`src/rtl/mux_scan_ctrl.sv`:
```
// Scan controller for an external 8:1 mux: steps through all channels, holds each for SETTLE
// cycles, samples mux_y into a capture word and publishes it on data with a one-cycle done pulse.
module mux_scan_ctrl #(
    parameter int unsigned SETTLE = 1
) (
    input  logic       clk,
    input  logic       rst_n,
    input  logic       start,
    input  logic       abort,
    input  logic [7:0] mask,
    output logic [2:0] sel,
    output logic       mux_en,
    input  logic       mux_y,
    output logic       busy,
    output logic       done,
    output logic [7:0] data
);

    typedef enum logic [1:0] {
        StIdle,
        StScan,
        StDone
    } state_e;

    localparam logic [3:0] CntLast = 4'(SETTLE - 1);

    state_e     state_q;
    logic [7:0] mask_q;
    logic [2:0] ch_q;
    logic [3:0] cnt_q;
    logic [7:0] cap_q;
    logic [7:0] data_q;
    logic [2:0] sel_q;
    logic       mux_en_q;
    logic       busy_q;
    logic       done_q;

    logic       cap_hit;
    logic       last_ch;
    logic [2:0] ch_d;
    logic [7:0] cap_d;

    always_comb begin
        cap_hit      = (cnt_q == CntLast);
        last_ch      = (ch_q == 3'd7);
        ch_d         = ch_q + 3'd1;
        cap_d        = cap_q;
        cap_d[ch_q]  = mux_y;
    end

    always_ff @(posedge clk or negedge rst_n) begin
        if (!rst_n) begin
            state_q  <= StIdle;
            mask_q   <= 8'h00;
            ch_q     <= 3'd0;
            cnt_q    <= 4'd0;
            cap_q    <= 8'h00;
            data_q   <= 8'h00;
            sel_q    <= 3'd0;
            mux_en_q <= 1'b0;
            busy_q   <= 1'b0;
            done_q   <= 1'b0;
        end else begin
            done_q <= 1'b0;
            unique case (state_q)
                StIdle: begin
                    if (start && !abort) begin
                        state_q  <= StScan;
                        mask_q   <= mask;
                        ch_q     <= 3'd0;
                        cnt_q    <= 4'd0;
                        cap_q    <= 8'h00;
                        sel_q    <= 3'd0;
                        mux_en_q <= mask[0];
                        busy_q   <= 1'b1;
                    end
                end
                StScan: begin
                    if (abort) begin
                        state_q  <= StIdle;
                        sel_q    <= 3'd0;
                        mux_en_q <= 1'b0;
                        busy_q   <= 1'b0;
                    end else if (cap_hit) begin
                        cnt_q <= 4'd0;
                        cap_q <= cap_d;
                        if (last_ch) begin
                            // Publish straight from cap_d so the channel-7 sample is included.
                            state_q  <= StDone;
                            data_q   <= cap_d;
                            done_q   <= 1'b1;
                            busy_q   <= 1'b0;
                            sel_q    <= 3'd0;
                            mux_en_q <= 1'b0;
                        end else begin
                            ch_q     <= ch_d;
                            sel_q    <= ch_d;
                            mux_en_q <= mask_q[ch_d];
                        end
                    end else begin
                        cnt_q <= cnt_q + 4'd1;
                    end
                end
                StDone: begin
                    state_q <= StIdle;
                end
                default: begin
                    state_q <= StIdle;
                end
            endcase
        end
    end

    assign sel    = sel_q;
    assign mux_en = mux_en_q;
    assign busy   = busy_q;
    assign done   = done_q;
    assign data   = data_q;

endmodule

```
`config.mk`:
```
export PLATFORM = sky130hd
export DESIGN_NAME = mux_scan_ctrl
export DESIGN_NICKNAME = d
export VERILOG_FILES = /design/src/rtl/mux_scan_ctrl.sv
export SDC_FILE = /design/constraint.sdc
export NUM_CORES = 1
export LEC_CHECK = 0
export CORE_UTILIZATION = 56
export CTS_BUF_LIST = sky130_fd_sc_hd__clkbuf_8
export DETAILED_ROUTE_END_ITERATION = 10
export PLACE_DENSITY_LB_ADDON = 0.05
export SLEW_MARGIN = 20
export SYNTH_ARGS = -nofsm -noshare
export SYNTH_HDL_FRONTEND = slang
export SYNTH_SLANG_ARGS = --single-unit
```
`constraint.sdc`:
```
create_clock -name clk -period 2.4 [get_ports clk]
set_input_delay 0.6 -clock clk [delete_from_list [all_inputs] [get_ports clk]]
set_output_delay 0.6 -clock clk [all_outputs]
set_load 0.02 [all_outputs]
```
Run 1, cells by drive strength:
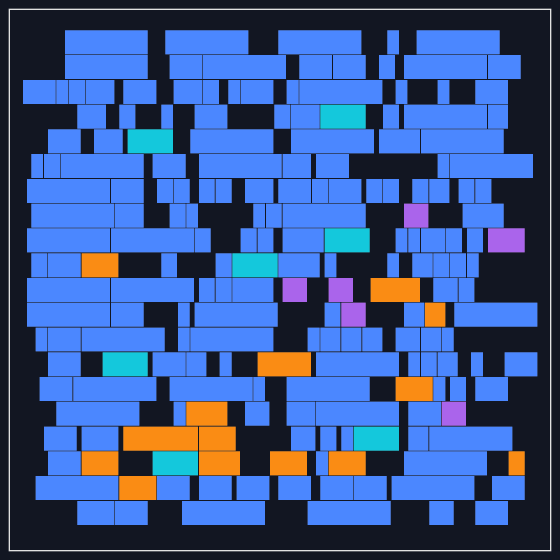
x1 and smaller -> blue  # cells 172
x3 and x4 -> purple  # cells 6
x6 and larger -> cyan  # cells 7
x2 -> orange  # cells 14

Run 1, congestion heat map:
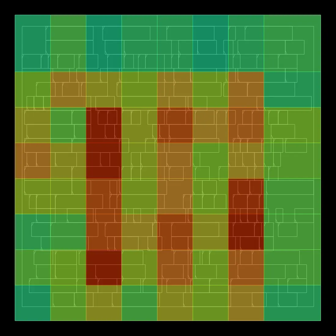
met3 usage in global routing: 0.0677
fin util: 0.735
DR WL/cell: 15.2 µm

Run 1, M3 wires:
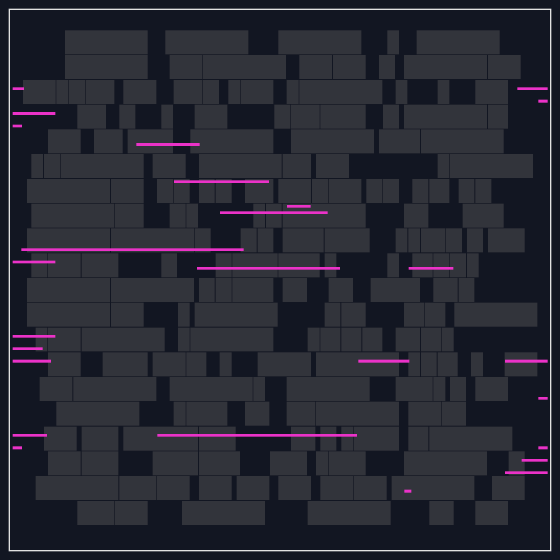
longest straight run = 24.1 µm
share of all routed wire = 3.9%

Run 1, clock wires, drivers and flops:
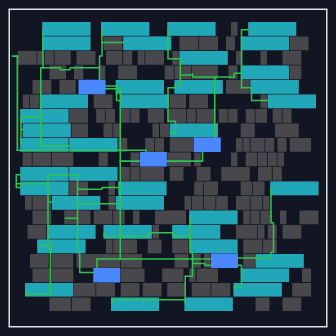
clock wires -> green  # length 452 µm
flip-flops -> cyan  # count 39
clock-net drivers -> blue  # count 5
routed clock nets = 6

==> results_dict.tcl, run 1 <==
# metrics dict for downstream scripts
set metrics [dict create \
    warning_count 28 \
    timing.max_slew.rel_slack 0.444 \
    slowest_delay_ns 0.48 \
    switching_share 0.342 \
    insertion_delay_ns 0.29 \
    syn2layout_area_growth_pct 23.0 \
    number_of_synthesized_flops_with_an_enable_pin 0 \
    dp_cells 235 \
    grt_max_degree 40 \
    post_cts_setup_driven_buffer_insertion_count 0 \
    clock_tree.buffer_depth 2 \
    post-place-ws_ns 0.147 \
    totalNegativeSetupSlack_ns 0 \
    layout.cell_area.non_filler_um2 2260 \
    cts-htree-levels 2 \
    floorplan.die.width_um 59.3 \
    gr-total-overflow 0 \
    async_flop_share 1.00 \
    path_clk_slew_ns 0.07 \
    status "complete, no violations" \
    worstSetupStartpoint "ch_q[1]$_DFFE_PN0P_" \
    worst_path_max_delay_cell "sky130_fd_sc_hd__or4_1" \
    fp.coreArea_um2 3080 \
    mappedNetlistNets 184 \
    r2r_end "mux_en$_DFFE_PN0P_" \
    largestPowerGroup "sequential cells" \
    worst_slew_pin_slew_ns 0.834 \
    path_class "register to register" \
    yosys_most_used_dff "sky130_fd_sc_hd__dfrtp_1" \
    required_ns 2.60 \
    synth.cell_area_um2 1840 \
    final_layout_top_logic_cells "sky130_fd_sc_hd__dfrtp_1, sky130_fd_sc_hd__clkdlybuf4s50_1, sky130_fd_sc_hd__nand2_1" \
    grt_pass1_vias 1396 \
    r2r_setup_slack_ns 0.35 \
    drt_first_pass_iters 4 \
    placedInstanceArea_um2 2160 \
    final.setup_skew_ns 0.00674 \
    netlist-cell-type-count 36 \
    cellInternalPower_mw 1.41 \
    cts_root_buffer "sky130_fd_sc_hd__clkbuf_8" \
    io-pin-count 27 \
]
-- run 1: area by class of cell --
class	instances	area, µm²	area share
Multi-Input combinational cell	115	816	0.361
Clock inverter	1	3.75	0.00166
Sequential cell	39	976	0.431
Clock buffer	7	96.3	0.0426
Timing Repair Buffer	31	293	0.129
Inverter	6	22.5	0.00996
Tap cell	44	55.1	0.0243
-- run 1: per-layer routing --
metal,wire length (µm),global-route usage,share of wire,vias to the layer above
li1,-,-,-,664
met1,1580,0.299,0.43,685
met4,63,0.0918,0.017,0
met5,0,0,0,-
met3,144,0.0677,0.039,7
met2,1900,0.421,0.52,33
-- run 1: logic make-up after synthesis --
family / count (synthesis) / synth area share
simple gates: 56 / 0.156
flops: 39 / 0.531
compound gates: 36 / 0.144
mux: 18 / 0.110
buf+inv: 12 / 0.0258
fa+ha+maj: 5 / 0.0340
==> run 2: changes to the inputs <==
--- a/config.mk
+++ b/config.mk
@@ -9,6 +9,7 @@
 export CTS_BUF_LIST = sky130_fd_sc_hd__clkbuf_8
 export DETAILED_ROUTE_END_ITERATION = 10
 export PLACE_DENSITY_LB_ADDON = 0.05
+export SKIP_CTS_REPAIR_TIMING = 1
 export SLEW_MARGIN = 20
 export SYNTH_ARGS = -nofsm -noshare
 export SYNTH_HDL_FRONTEND = slang
Run 2, clock wires, drivers and flops:
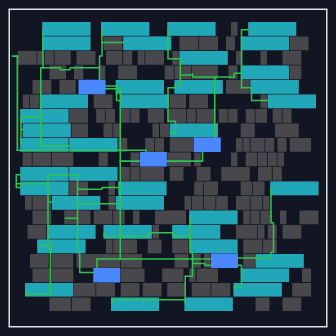
clock-net drivers -> blue  # count 5
flip-flops -> cyan  # count 39
clock wires -> green  # length 452 µm
routed clock nets = 6
flops lie = spread over the die

==> run 2 against run 1 <==
Synthesized cell count did not move. Global-route usage unchanged. Clock power hardly changed. Critical endpoint unchanged.
==> results_dict.tcl, run 2 <==
# metrics dict for downstream scripts
set metrics [dict create \
    status "complete, no violations" \
    comb_area_frac 0.361 \
    worst_path_max_delay_cell "sky130_fd_sc_hd__or4_1" \
    final.setup_skew_ns 0.00674 \
    multiInputGateArea_um2 816 \
    met1_length_um 1580 \
    drt_first_pass_iters 4 \
    timing.max_slew.rel_slack 0.444 \
    area.sequential_um2 976 \
    post_synth_xor_area_fraction 0 \
    met2_wirelength_um 1900 \
    multi_input_comb_cells 115 \
    clock_area_frac 0.0442 \
    synth.cell_area_um2 1840 \
    syn2layout_area_growth_pct 23.0 \
    slowest_delay_ns 0.48 \
    switching_share 0.342 \
    wl_met3_um 144 \
    num_tap_cells 44 \
    synth_compound_gate_area_share 0.144 \
    layout.non_clock_buffers 31 \
    path_clk_slew_ns 0.07 \
    grt_busiest_layer "met2" \
    n_all_inverters 6 \
    drt-wirelength-per-cell_um 15.2 \
    mappedNetlistNets 184 \
    fp.coreArea_um2 3080 \
    ys_sh_simple 0.156 \
    non_clock_buffer_share_of_cell_area 0.129 \
    sequential_cell_total 39 \
    fa_ha_area_frac 0.0340 \
    cts-htree-levels 2 \
    area.share.sequential 0.431 \
    cellInternalPower_mw 1.41 \
    highest_layer "met4" \
    totalNegativeSetupSlack_ns 0 \
    largestPowerGroup "sequential cells" \
    biggestCellCategory "sequential cells" \
    final_layout_top_logic_cells "sky130_fd_sc_hd__dfrtp_1, sky130_fd_sc_hd__clkdlybuf4s50_1, sky130_fd_sc_hd__nand2_1" \
    floorplan.die.width_um 59.3 \
    insertion_delay_ns 0.29 \
    cts_root_buffer "sky130_fd_sc_hd__clkbuf_8" \
]
run 2: cell counts in the layout (fill, tap and decap cells not counted):
Identical to the previous run, type by type.
run 2: worst paths after layout:
check                                    start                    to  slack, ns
min in group clk           data[5]$_DFFE_PN0P_   data[5]$_DFFE_PN0P_       0.49
max in group asynchronous                rst_n  cap_q[0]$_DFFE_PN0P_       1.46
max reg2reg                ch_q[1]$_DFFE_PN0P_    mux_en$_DFFE_PN0P_       0.35
max                        ch_q[1]$_DFFE_PN0P_    mux_en$_DFFE_PN0P_       0.35
min                                      rst_n      busy$_DFFE_PN0P_       0.40
min reg2reg                data[5]$_DFFE_PN0P_   data[5]$_DFFE_PN0P_       0.49
Run 2, cells by drive strength:
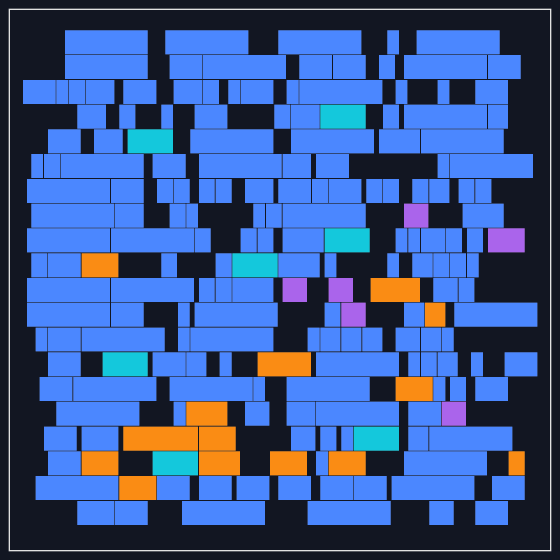

==> run 3: changes to the inputs <==
--- a/config.mk
+++ b/config.mk
@@ -5,6 +5,7 @@
 export SDC_FILE = /design/constraint.sdc
 export NUM_CORES = 1
 export LEC_CHECK = 0
+export ABC_AREA = 1
 export CORE_UTILIZATION = 56
 export CTS_BUF_LIST = sky130_fd_sc_hd__clkbuf_8
 export DETAILED_ROUTE_END_ITERATION = 10
Run 3, cells by drive strength:
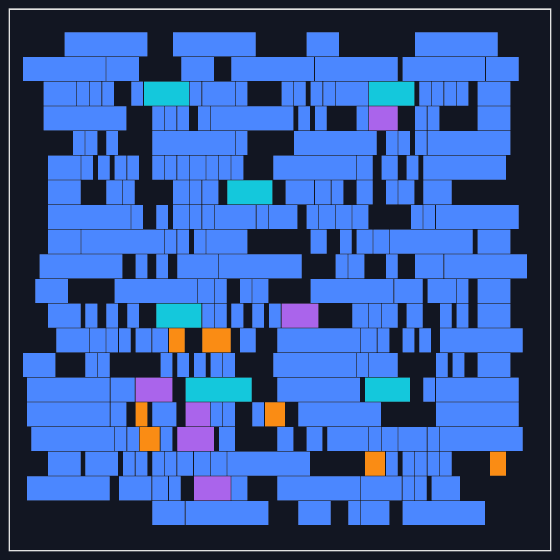
x2 -> orange  # cells 7
x6 and larger -> cyan  # cells 6
x1 and smaller -> blue  # cells 230
x3 and x4 -> purple  # cells 6

==> run 3 against run 2 <==
Die area up 0.79%. Cell count up 21%. Design area down 0.83%. Sequential share of layout area up 0.36 points. Worst setup slack better by 0.19 ns. Combinational power down 16%. Global-route usage about the same. Largest cell class unchanged. Critical endpoint is now data[5]. Count of clock-buffer cells in the layout down 2. Clock skew down 0.0035 ns. Clock power down 13%. Critical path depth down 4. Largest power group unchanged. Synthesized cell count up 30%.
==> results_dict.tcl, run 3 <==
# metrics dict for downstream scripts
set metrics [dict create \
    finish.utilization 0.723 \
    met2_wirelength_um 1840 \
    warning_count 28 \
    worst_r2r_startpoint "ch_q[0]$_DFFE_PN0P_" \
    path_clk_slew_ns 0.07 \
    totalNegativeSetupSlack_ns 0 \
    synth_compound_gate_area_share 0.0938 \
    final.setup_skew_ns 0.00322 \
    synth.cell_area_um2 1850 \
    floorplan.die.width_um 59.5 \
    drt_first_pass_iters 4 \
    slowest_delay_ns 0.61 \
    grt_busiest_layer "met2" \
    async_flop_share 1.00 \
    post_synth_main_logic_family "simple AND/OR/NAND/NOR gates" \
    required_ns 1.80 \
    mappedNetlistNets 234 \
    yosys_most_used_dff "sky130_fd_sc_hd__dfrtp_1" \
    grtUsageMet1 0.310 \
    netlist-cell-type-count 22 \
    drt-wirelength-per-cell_um 12.4 \
    syn2layout_area_growth_pct 21.0 \
    ys_sh_simple 0.290 \
    path_class "register to primary output" \
    worstSetupStartpoint "data[5]$_DFFE_PN0P_" \
    final_layout_top_logic_cells "sky130_fd_sc_hd__nand2_1, sky130_fd_sc_hd__dfrtp_1, sky130_fd_sc_hd__clkdlybuf4s50_1" \
    largestPowerGroup "sequential cells" \
    cellInternalPower_mw 1.22 \
    met1_length_um 1600 \
    post_synth_xor_area_fraction 0.00945 \
    timing.max_slew.rel_slack 0.454 \
    wl_met3_um 168 \
    fp.coreArea_um2 3100 \
    gr-total-overflow 0 \
    grt_pass1_vias 1482 \
    met2_usage 0.424 \
    worst_path_max_delay_cell "sky130_fd_sc_hd__clkdlybuf4s50_1" \
    highest_layer "met4" \
    post-place-ws_ns 0.441 \
    status "complete, no violations" \
    r2r_setup_slack_ns 0.76 \
    number_of_synthesized_flops_with_an_enable_pin 0 \
    insertion_delay_ns 0.29 \
]
==> run 3: worst max path at each step <==
stage | end | slack, ns | cells past startpoint
6_report | data[5] | 0.53 | 1
3_5_place_dp | ch_q[0]$_DFFE_PN0P_ | 0.44 | 8
4_1_cts | data[5] | 0.52 | 1
2_1_floorplan | ch_q[1]$_DFFE_PN0P_ | 1.03 | 8
3_3_place_gp | ch_q[0]$_DFFE_PN0P_ | 0.47 | 8
5_1_grt | data[5] | 0.50 | 1
==> run 3: layout make-up <==
cell class / count / area [µm²]
flip-flops and latches: 39 / 976
fillers: 265 / 860
multi-input cells: 156 / 792
repair buffers: 27 / 263
inverters: 19 / 76.3
clock buffers: 5 / 68.8
well taps: 44 / 55.1
clock inverters: 3 / 12.5
Power and IR drop assume default switching activity.
